**src/rtl/rv32i_mmio_slave.sv**
```systemverilog
// Memory-mapped I/O responder on the data port: a GPIO output register, a synchronised GPIO input
// with rising-edge capture, and a 32-bit timer with compare match and interrupt. Reads have one cycle of latency.
module rv32i_mmio_slave #(
    parameter logic [31:0] BASE_ADDR = 32'h0000_8000,
    parameter int          GPIO_W    = 8
) (
    input  logic              clk,
    input  logic              reset,
    input  logic [29:0]       d_addr,
    input  logic              d_we,
    input  logic [3:0]        d_be,
    input  logic [31:0]       d_wdata,
    output logic [31:0]       d_rdata,
    output logic              hit,
    input  logic [GPIO_W-1:0] gpio_in,
    output logic [GPIO_W-1:0] gpio_out,
    output logic              irq
);
    localparam logic [2:0] OFF_GPIO_OUT = 3'd0;
    localparam logic [2:0] OFF_GPIO_IN  = 3'd1;
    localparam logic [2:0] OFF_EDGE_CAP = 3'd2;
    localparam logic [2:0] OFF_TMR_CNT  = 3'd3;
    localparam logic [2:0] OFF_TMR_CMP  = 3'd4;
    localparam logic [2:0] OFF_TMR_CTRL = 3'd5;

    logic [GPIO_W-1:0] gpio_out_reg, gpio_out_next;
    logic [GPIO_W-1:0] sync1_reg, sync2_reg, sync3_reg;
    logic [GPIO_W-1:0] edge_cap_reg, edge_cap_next, edge_clr;
    logic [31:0]       cnt_reg, cnt_next, cmp_reg, cmp_next;
    logic              en_reg, en_next, ar_reg, ar_next;
    logic              flag_reg, flag_next, ie_reg, ie_next;
    logic [31:0]       rdata_reg, rdata_next;
    logic              hit_reg;

    logic [31:0] lane_mask;
    logic        sel, mapped, wr, cnt_wr, ctrl_wr, match;
    logic [2:0]  offset;

    genvar gi;
    generate
        for (gi = 0; gi < 4; gi++) begin : g_lane
            assign lane_mask[8*gi +: 8] = {8{d_be[gi]}};
        end
    endgenerate

    // d_addr holds byte address bits [31:2], so window compare uses d_addr[29:6].
    assign sel     = (d_addr[29:6] == BASE_ADDR[31:8]);
    assign mapped  = sel && (d_addr[5:3] == 3'b000);
    assign offset  = d_addr[2:0];
    assign wr      = mapped && d_we;
    assign cnt_wr  = wr && (offset == OFF_TMR_CNT) && (d_be != 4'b0000);
    assign ctrl_wr = wr && (offset == OFF_TMR_CTRL) && d_be[0];
    assign match   = en_reg && (cnt_reg == cmp_reg);

    always_comb begin
        gpio_out_next = gpio_out_reg;
        edge_clr      = '0;
        cnt_next      = cnt_reg;
        cmp_next      = cmp_reg;
        en_next       = en_reg;
        ar_next       = ar_reg;
        ie_next       = ie_reg;
        rdata_next    = 32'h0;

        if (wr && offset == OFF_GPIO_OUT)
            gpio_out_next = (gpio_out_reg & ~lane_mask[GPIO_W-1:0]) |
                            (d_wdata[GPIO_W-1:0] & lane_mask[GPIO_W-1:0]);
        if (wr && offset == OFF_EDGE_CAP)
            edge_clr = d_wdata[GPIO_W-1:0] & lane_mask[GPIO_W-1:0];
        if (wr && offset == OFF_TMR_CMP)
            cmp_next = (cmp_reg & ~lane_mask) | (d_wdata & lane_mask);

        // CPU write beats the running timer; a match only counts without a write.
        if (cnt_wr)
            cnt_next = (cnt_reg & ~lane_mask) | (d_wdata & lane_mask);
        else if (match)
            cnt_next = ar_reg ? 32'h0 : cnt_reg + 32'd1;
        else if (en_reg)
            cnt_next = cnt_reg + 32'd1;

        if (ctrl_wr) begin
            en_next = d_wdata[0];
            ar_next = d_wdata[1];
            ie_next = d_wdata[3];
        end

        if (mapped) begin
            case (offset)
                OFF_GPIO_OUT: rdata_next = 32'(gpio_out_reg);
                OFF_GPIO_IN:  rdata_next = 32'(sync2_reg);
                OFF_EDGE_CAP: rdata_next = 32'(edge_cap_reg);
                OFF_TMR_CNT:  rdata_next = cnt_reg;
                OFF_TMR_CMP:  rdata_next = cmp_reg;
                OFF_TMR_CTRL: rdata_next = {28'h0, ie_reg, flag_reg, ar_reg, en_reg};
                default:      rdata_next = 32'h0;
            endcase
        end
    end

    // Set wins over a simultaneous write-one-to-clear for both sticky registers.
    assign edge_cap_next = (edge_cap_reg & ~edge_clr) | (sync2_reg & ~sync3_reg);
    assign flag_next     = (match && !cnt_wr) ||
                           (flag_reg && !(ctrl_wr && d_wdata[2]));

    always_ff @(posedge clk) begin
        if (reset) begin
            gpio_out_reg <= '0;
            sync1_reg    <= '0;
            sync2_reg    <= '0;
            sync3_reg    <= '0;
            edge_cap_reg <= '0;
            cnt_reg      <= 32'h0;
            cmp_reg      <= 32'h0;
            en_reg       <= 1'b0;
            ar_reg       <= 1'b0;
            flag_reg     <= 1'b0;
            ie_reg       <= 1'b0;
            rdata_reg    <= 32'h0;
            hit_reg      <= 1'b0;
        end else begin
            gpio_out_reg <= gpio_out_next;
            sync1_reg    <= gpio_in;
            sync2_reg    <= sync1_reg;
            sync3_reg    <= sync2_reg;
            edge_cap_reg <= edge_cap_next;
            cnt_reg      <= cnt_next;
            cmp_reg      <= cmp_next;
            en_reg       <= en_next;
            ar_reg       <= ar_next;
            flag_reg     <= flag_next;
            ie_reg       <= ie_next;
            rdata_reg    <= rdata_next;
            hit_reg      <= sel;
        end
    end

    assign d_rdata  = rdata_reg;
    assign hit      = hit_reg;
    assign gpio_out = gpio_out_reg;
    assign irq      = flag_reg & ie_reg;
endmodule

```
**config.mk**
```make
export PLATFORM = sky130hd
export DESIGN_NAME = rv32i_mmio_slave
export DESIGN_NICKNAME = d
export VERILOG_FILES = /design/src/rtl/rv32i_mmio_slave.sv
export SDC_FILE = /design/constraint.sdc
export NUM_CORES = 1
export LEC_CHECK = 0
export CORE_MARGIN = 2
export CORE_UTILIZATION = 53
export DETAILED_ROUTE_END_ITERATION = 10
export GPL_ROUTABILITY_DRIVEN = 1
export GPL_TIMING_DRIVEN = 0
export PLACE_DENSITY_LB_ADDON = 0.12
export SLEW_MARGIN = 30
export SYNTH_ARGS = -nofsm -noshare
export SYNTH_HDL_FRONTEND = slang
export SYNTH_SLANG_ARGS = --single-unit
```
**constraint.sdc**
```tcl
create_clock -name clk -period 3.03 [get_ports clk]
set_input_delay 0.606 -clock clk [delete_from_list [all_inputs] [get_ports clk]]
set_output_delay 0.606 -clock clk [all_outputs]
set_load 0.02 [all_outputs]
```
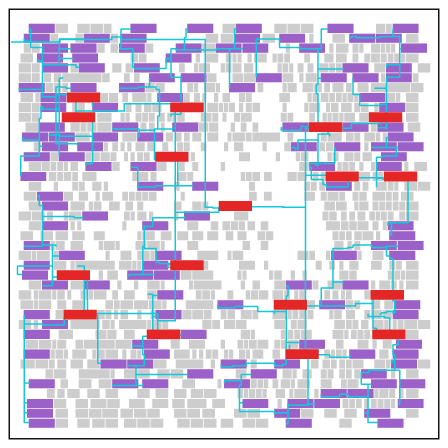
Run 1: clock wires, drivers and flops
- red: clock drivers (count 17)
- cyan: clock wires (length 1,730 µm)
- purple: flip-flops (count 141)
- flops lie: widely spread
- routed clock nets: 18

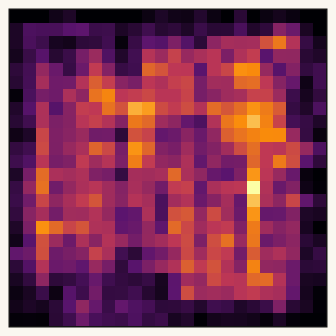
Run 1: routed metal per tile
The die is cut into 24 by 24 equal tiles; black is low, pale yellow is high, scaled to the fullest tile. Values are wire area over tile area, all layers added.
- nearly empty tiles: 4.9%
- mean over tiles: 0.28
- fullest tile: 0.84
- tiles over half the peak: 20%

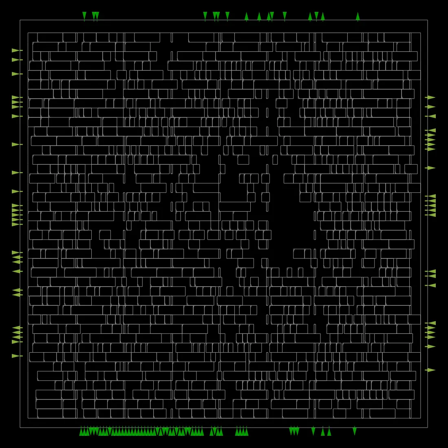
Run 1: placement view
row count: 41
final cell count without fillers: 1,123
sequential cells: 141

==> results.rst, run 1 <==
Synthesis and place-and-route
=============================

.. list-table::
   :header-rows: 1

   * - Metric
     - Value
   * - Post-route DRC violation count
     - 0
   * - Boundary pin count
     - 119
   * - Critical path capture point type
     - register
   * - Unrepaired setup endpoints after global routing
     - no
   * - Power per unit of standard cell area
     - about 490 nW/µm²
   * - Largest net degree at the start of global routing
     - 17
   * - Count of inserted tapcells
     - 172
   * - Number of clock sinks
     - 141
   * - Crit path arrival time
     - 3.20 ns
   * - Relative area of clock buffers and inverters in the final design
     - 6.919%
   * - Most frequently placed logic cell in the final layout
     - sky130_fd_sc_hd__dfxtp_1
   * - Smallest setup slack after layout
     - 0.1157 ns
   * - Logic gate share of total power
     - 5.9%
   * - Multiplexer fraction of the synthesized cell area
     - under 10%
   * - Number of nets in the layout
     - 1,016
   * - Register-to-register setup slack
     - 0.28 ns
   * - Sequential cell power
     - around 1.9 mW
   * - Number of post-CTS setup repair buffers
     - 0
   * - Largest non-sequential cell family by area
     - simple AND/OR/NAND/NOR gates
   * - Routed metal-1 wire length
     - between 8000 and 9000 µm
   * - Cell chain of the critical path
     - clkdlybuf4s50_1 > nor4_2 > nand4_4 > o31ai_4 > buf_4 > nor2_1 > a32oi_1 > a21oi_1
   * - Number of antenna violations at the first check in global routing
     - 0
   * - # H-tree levels
     - 4
   * - WL per Instance
     - a little over 20 µm
   * - GR Layer Usage met2
     - 59.48%
   * - Crit path DRT
     - 3.31 ns
   * - Die height
     - 118.0 µm
   * - Prevailing post-synth register cell
     - sky130_fd_sc_hd__dfxtp_1
   * - Cell with the largest stage delay on the worst path
     - sky130_fd_sc_hd__o31ai_4
   * - Total global routing track utilization
     - between 30% and 40%
   * - Clock-pin slew reported for the worst setup and hold paths after clock tree synthesis
     - about 0.06 ns
   * - Cell leakage power
     - 3.036 nW
   * - Instance count on the critical path
     - 8
   * - Top layer reached by signal wires
     - met4
   * - Achievable frequency
     - about 340 MHz
   * - Root cell of the clock tree
     - sky130_fd_sc_hd__clkbuf_16
   * - Placed cell areas
     - 8248 µm²
   * - Number of gates given a new drive strength after cts
     - 0
   * - Violation count after the first detailed-route iteration
     - 698
   * - Synthesis warning total
     - 0
   * - Final cell area excluding filler cells
     - 8861 µm²
   * - Global-route wire length before repair
     - 37,340 µm
   * - Global-route layer with the greatest usage
     - met2
   * - Min Clock Period, post-route
     - approximately 2.9 ns
   * - DR WL met2
     - about 12,000 µm
   * - Result of the run
     - finished clean
   * - Startpoint types
     - input port
   * - Post-Place Worst Slack
     - -0.2847 ns
   * - Internal Pwr Total
     - 3.309 mW
   * - Die Outline Area
     - roughly 14,000 µm²
   * - Endpoint of the worst hold path
     - sync2_reg[7]$_SDFF_PP0_
   * - Clock Buffer Count
     - 18
   * - Switching fraction of total power
     - 23.24%
   * - Area share of xor/xnor cells in the synthesized design
     - 4.582%
   * - Post-synthesis cell count
     - 804
   * - Peak per-stage delay on the critical path
     - 0.66 ns
Run 1, selected gate families:
Bar = 20 µm.
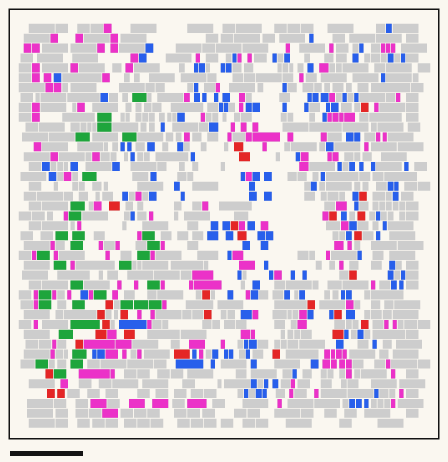

==> run 2, diff against run 1 <==
Settings changed: PLACE_DENSITY set to 0.81, PLACE_DENSITY_LB_ADDON 0.12 to not set.
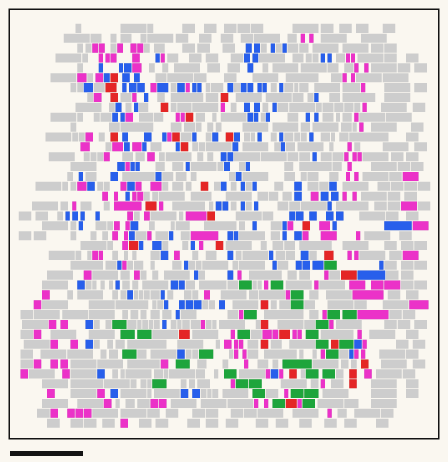
Run 2: selected gate families
Bar = 20 µm.
- green: mux cells (cells 32; most used mux2i_1)
- magenta: nor cells (cells 155; most used nor2_1; where widely spread)
- red: and/or cells (cells 29; most used and2_1)
- blue: nand cells (cells 148; most used nand2_1)

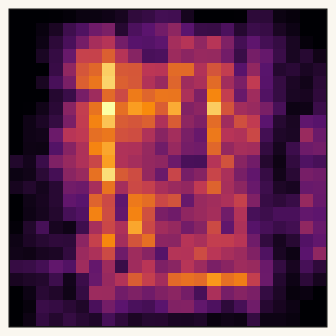
Run 2: routed metal per tile
The die is cut into 24 by 24 equal tiles; black is low, pale yellow is high, scaled to the fullest tile. Values are wire area over tile area, all layers added.
- mean over tiles: 0.27
- fullest tile: 0.91
- tiles over half the peak: 18%
- nearly empty tiles: 8.0%

==> run 2 against run 1 <==
Clock skew grew 0.0031 ns. Non-clock buffer count did not move. Final cell count is the same. Utilization about the same. Via count fell by 2.1%. Register-to-register slack improved by 0.13 ns. Largest power group unchanged. Highest routed layer unchanged.
==> results.rst, run 2 <==
Synthesis and place-and-route
=============================

.. list-table::
   :header-rows: 1

   * - Metric
     - Value
   * - Clock Buffer Count
     - 20 (+2)
   * - Unrepaired setup endpoints after global routing
     - no
   * - Placed cell areas
     - 8248 µm² (unchanged)
   * - Flop share of the area
     - 31.87%
   * - Final cell count without fillers
     - 1,123 (unchanged)
   * - Register-to-register setup slack
     - 0.41 ns (+0.13 ns)
   * - Sequential cells
     - 141 (unchanged)
   * - Total global routing track utilization
     - 31.24% (-3.0 points)
   * - Cell with the most instances after synthesis
     - sky130_fd_sc_hd__dfxtp_1
   * - Critical path start-end classification
     - input port to register
   * - Post-synthesis cell count
     - 804 (unchanged)
   * - Endpoints failing hold
     - 0
   * - Number of fillers in the final layout
     - 1,048
   * - Non-CTS inverters
     - 13
   * - Die height
     - 118.0 µm (unchanged)
   * - Worst-path fanout max
     - 10
   * - Area share of xor/xnor cells in the synthesized design
     - 4.582% (unchanged)
   * - Post-route DRC violation count
     - 0 (unchanged)
   * - Boundary pin count
     - 119 (unchanged)
   * - Number of nets in the layout
     - 1,016 (unchanged)
   * - Number of antenna violations at the first check in global routing
     - 0 (unchanged)
   * - Top layer reached by signal wires
     - met4
   * - Global-route layer with the greatest usage
     - met2
   * - Cell chain of the critical path
     - clkdlybuf4s50_1 > nor4_2 > nand4_4 > o31ai_4 > buf_4 > nor2_1 > a32oi_1 > a21oi_1
   * - Startpoint types
     - input port
   * - # H-tree levels
     - 4 (unchanged)
   * - DR WL met2
     - 9375 µm (-20%)
   * - Number of post-CTS setup repair buffers
     - 0 (unchanged)
   * - Instance count on the critical path
     - 8 (unchanged)
   * - Final-layout non-clock buffer area share
     - 16.22%
   * - Prevailing post-synth register cell
     - sky130_fd_sc_hd__dfxtp_1
   * - CTS Buffer Depth
     - 2
   * - Synthesis warning total
     - 0 (unchanged)
   * - Crit path DRT
     - 3.31 ns (about the same)
   * - Post-synthesis cell count from yosys
     - about 800
   * - Count of inserted tapcells
     - 172 (unchanged)
   * - Number of setup violations in the final report
     - 0
   * - Smallest setup slack after layout
     - 0.1904 ns (+0.07475 ns)
   * - R2R depth
     - 7
   * - GR Layer Usage met2
     - 46.33% (-13 points)
   * - Logic Gate Count
     - 590
   * - Class of the worst hold path
     - register to register
   * - Number of clock sinks
     - 141 (unchanged)
   * - Routed metal-1 wire length
     - 9087 µm (+1.1%)
   * - Clock-pin slew reported for the worst setup and hold paths after clock tree synthesis
     - 0.06 ns (about the same)
   * - Share of synthesized registers carrying an async set or reset
     - 0%
   * - Global-route wire length before repair
     - 34,140 µm (-8.6%)
   * - Cell taking the most area after synthesis
     - sky130_fd_sc_hd__dfxtp_1
   * - Multiplexer fraction of the synthesized cell area
     - 5.018% (unchanged)
   * - Largest non-sequential cell family by area
     - simple AND/OR/NAND/NOR gates
   * - Number of gates given a new drive strength after cts
     - 0 (unchanged)
   * - Root cell of the clock tree
     - sky130_fd_sc_hd__clkbuf_16
   * - Largest net degree at the start of global routing
     - 17 (unchanged)
   * - Leading power group
     - the clock network
   * - Achievable frequency
     - 352.2 MHz (+2.6%)
   * - Combinational gate power
     - 0.254 mW
   * - Cell leakage power
     - 3.036 nW (about the same)
   * - Power per unit of standard cell area
     - 483.9 nW/µm² (-0.53%)
   * - Peak per-stage delay on the critical path
     - 0.58 ns (-0.08 ns)
   * - Synth top area cells
     - sky130_fd_sc_hd__dfxtp_1 41%, sky130_fd_sc_hd__xnor2_1 4.5%, sky130_fd_sc_hd__a21oi_1 4.4%
   * - Row count
     - 41 (unchanged)
   * - Number of maximum-capacitance violations
     - 0
   * - Post-Place Worst Slack
     - -0.1814 ns (+0.1032 ns)
   * - Final HPWL from detailed placement
     - 16,080 µm
   * - Relative area of clock buffers and inverters in the final design
     - 6.880% (-0.039 points)
   * - Cell with the largest stage delay on the worst path
     - sky130_fd_sc_hd__o31ai_4
   * - Skew final
     - around 0.009 ns
   * - GR Util met3
     - 7.364%
   * - Switching fraction of total power
     - 22.52% (-0.72 points)
   * - Crit path arrival time
     - 3.12 ns (-0.08 ns)
   * - WL per Instance
     - 19.30 µm (-7.0%)
   * - Final cell area excluding filler cells
     - 8857 µm² (about the same)
   * - Min Clock Period, post-route
     - 2.840 ns (-0.07475 ns)
   * - Result of the run
     - finished clean
   * - Logic gate share of total power
     - 5.9% (about the same)
   * - Endpoint of the worst hold path
     - sync2_reg[5]$_SDFF_PP0_
   * - Die Outline Area
     - 13,910 µm² (unchanged)
   * - Internal Pwr Total
     - 3.321 mW (+0.36%)
   * - Violation count after the first detailed-route iteration
     - 956 (+37%)
   * - Most frequently placed logic cell in the final layout
     - sky130_fd_sc_hd__dfxtp_1
   * - Cell family contributing the most delay on the critical path
     - AND-OR/OR-AND gates
   * - Sequential cell power
     - 1.88 mW (about the same)
   * - Headroom to the max-slew limit
     - 46.04%
   * - Launch point of the critical path
     - d_addr[21]
   * - Critical path capture point type
     - register
==> run 3, diff against run 2 <==
Settings changed: CTS_CLUSTER_DIAMETER set to 30.
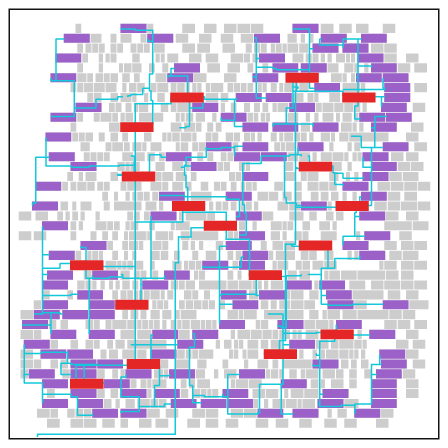
Run 3: clock wires, drivers and flops
- cyan: clock wires (length 1,690 µm)
- red: clock drivers (count 17)
- purple: flip-flops (count 141)
- flops lie: widely spread

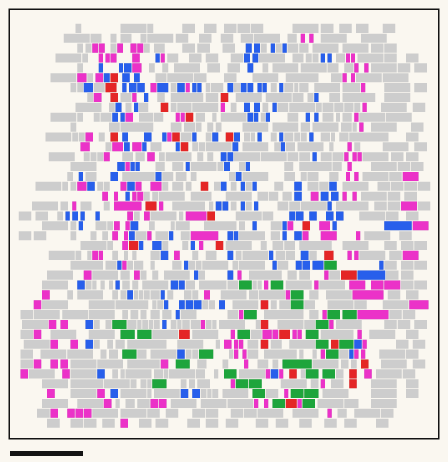
Run 3: selected gate families
Bar = 20 µm.
- red: and/or cells (cells 29; most used and2_1)
- blue: nand cells (cells 148; most used nand2_1)
- green: mux cells (cells 32; most used mux2i_1)
- magenta: nor cells (cells 155; most used nor2_1; where widely spread)

==> run 3 against run 2 <==
Global-route usage is the same. Sequential cell count unchanged. Non-clock buffer count unchanged. Synthesized cell count unchanged. Worst hold slack is the same. Via count is the same. Fmax did not move. Worst setup slack stayed put. Power stayed put. Wire length stayed put. Largest cell class unchanged. Largest power group unchanged. Highest routed layer unchanged.
==> results.rst, run 3 <==
Synthesis and place-and-route
=============================

.. list-table::
   :header-rows: 1

   * - Metric
     - Value
   * - Top layer reached by signal wires
     - met4
   * - GR Layer Usage met2
     - 46.33% (unchanged)
   * - Worst-path fanout max
     - 10 (unchanged)
   * - Number of nets in the layout
     - 1,016 (unchanged)
   * - # H-tree levels
     - 4 (unchanged)
   * - Most frequently placed logic cell in the final layout
     - sky130_fd_sc_hd__dfxtp_1
   * - Achievable frequency
     - 352.2 MHz (unchanged)
   * - Largest net degree at the start of global routing
     - 17 (unchanged)
   * - Cell taking the most area after synthesis
     - sky130_fd_sc_hd__dfxtp_1
   * - Endpoint of the worst hold path
     - sync2_reg[5]$_SDFF_PP0_
   * - Internal Pwr Total
     - 3.321 mW (unchanged)
   * - Synth top area cells
     - sky130_fd_sc_hd__dfxtp_1 41%, sky130_fd_sc_hd__xnor2_1 4.5%, sky130_fd_sc_hd__a21oi_1 4.4%
   * - WL per Instance
     - 19.30 µm (unchanged)
   * - Cell with the largest stage delay on the worst path
     - sky130_fd_sc_hd__o31ai_4
   * - Number of setup violations in the final report
     - 0 (unchanged)
   * - Total global routing track utilization
     - 31.24% (unchanged)
   * - Number of antenna violations at the first check in global routing
     - 0 (unchanged)
   * - Number of post-CTS setup repair buffers
     - 0 (unchanged)
   * - Root cell of the clock tree
     - sky130_fd_sc_hd__clkbuf_16
   * - Post-synthesis cell count
     - 804 (unchanged)
   * - Sequential cell power
     - 1.88 mW (about the same)
   * - Final cell area excluding filler cells
     - 8857 µm² (unchanged)
   * - Post-synthesis cell count from yosys
     - 804 (unchanged)
   * - Post-Place Worst Slack
     - -0.1814 ns (unchanged)
   * - Cell family contributing the most delay on the critical path
     - AND-OR/OR-AND gates
   * - Logic gate share of total power
     - 5.9% (about the same)
   * - Smallest setup slack after layout
     - 0.1904 ns (unchanged)
   * - Multiplexer fraction of the synthesized cell area
     - 5.018% (unchanged)
   * - Endpoints failing hold
     - 0 (unchanged)
   * - CTS Buffer Depth
     - 2 (unchanged)
   * - Class of the worst hold path
     - register to register
   * - GR Util met3
     - 7.364% (unchanged)
   * - Sequential cells
     - 141 (unchanged)
   * - Crit path arrival time
     - 3.12 ns (about the same)
   * - Register-to-register setup slack
     - 0.41 ns (about the same)
   * - Die Outline Area
     - 13,910 µm² (unchanged)
   * - Launch point of the critical path
     - d_addr[21]
   * - Logic Gate Count
     - 590 (unchanged)
   * - Number of maximum-capacitance violations
     - 0 (unchanged)
   * - Peak per-stage delay on the critical path
     - 0.58 ns (about the same)
   * - Unrepaired setup endpoints after global routing
     - no
   * - Count of inserted tapcells
     - 172 (unchanged)
   * - Placed cell areas
     - 8248 µm² (unchanged)
   * - Boundary pin count
     - 119 (unchanged)
   * - Result of the run
     - finished clean
   * - Leading power group
     - the clock network
   * - Post-route DRC violation count
     - 0 (unchanged)
   * - Critical path capture point type
     - register
   * - Violation count after the first detailed-route iteration
     - 956 (unchanged)
   * - Startpoint types
     - input port
   * - Global-route layer with the greatest usage
     - met2
   * - Skew final
     - 0.009065 ns (unchanged)
   * - Routed metal-1 wire length
     - 9087 µm (unchanged)
   * - Share of synthesized registers carrying an async set or reset
     - 0% (unchanged)
   * - Number of gates given a new drive strength after cts
     - 0 (unchanged)
   * - Prevailing post-synth register cell
     - sky130_fd_sc_hd__dfxtp_1
   * - Power per unit of standard cell area
     - 483.9 nW/µm² (unchanged)
Power is estimated from default activity; no workload was simulated.
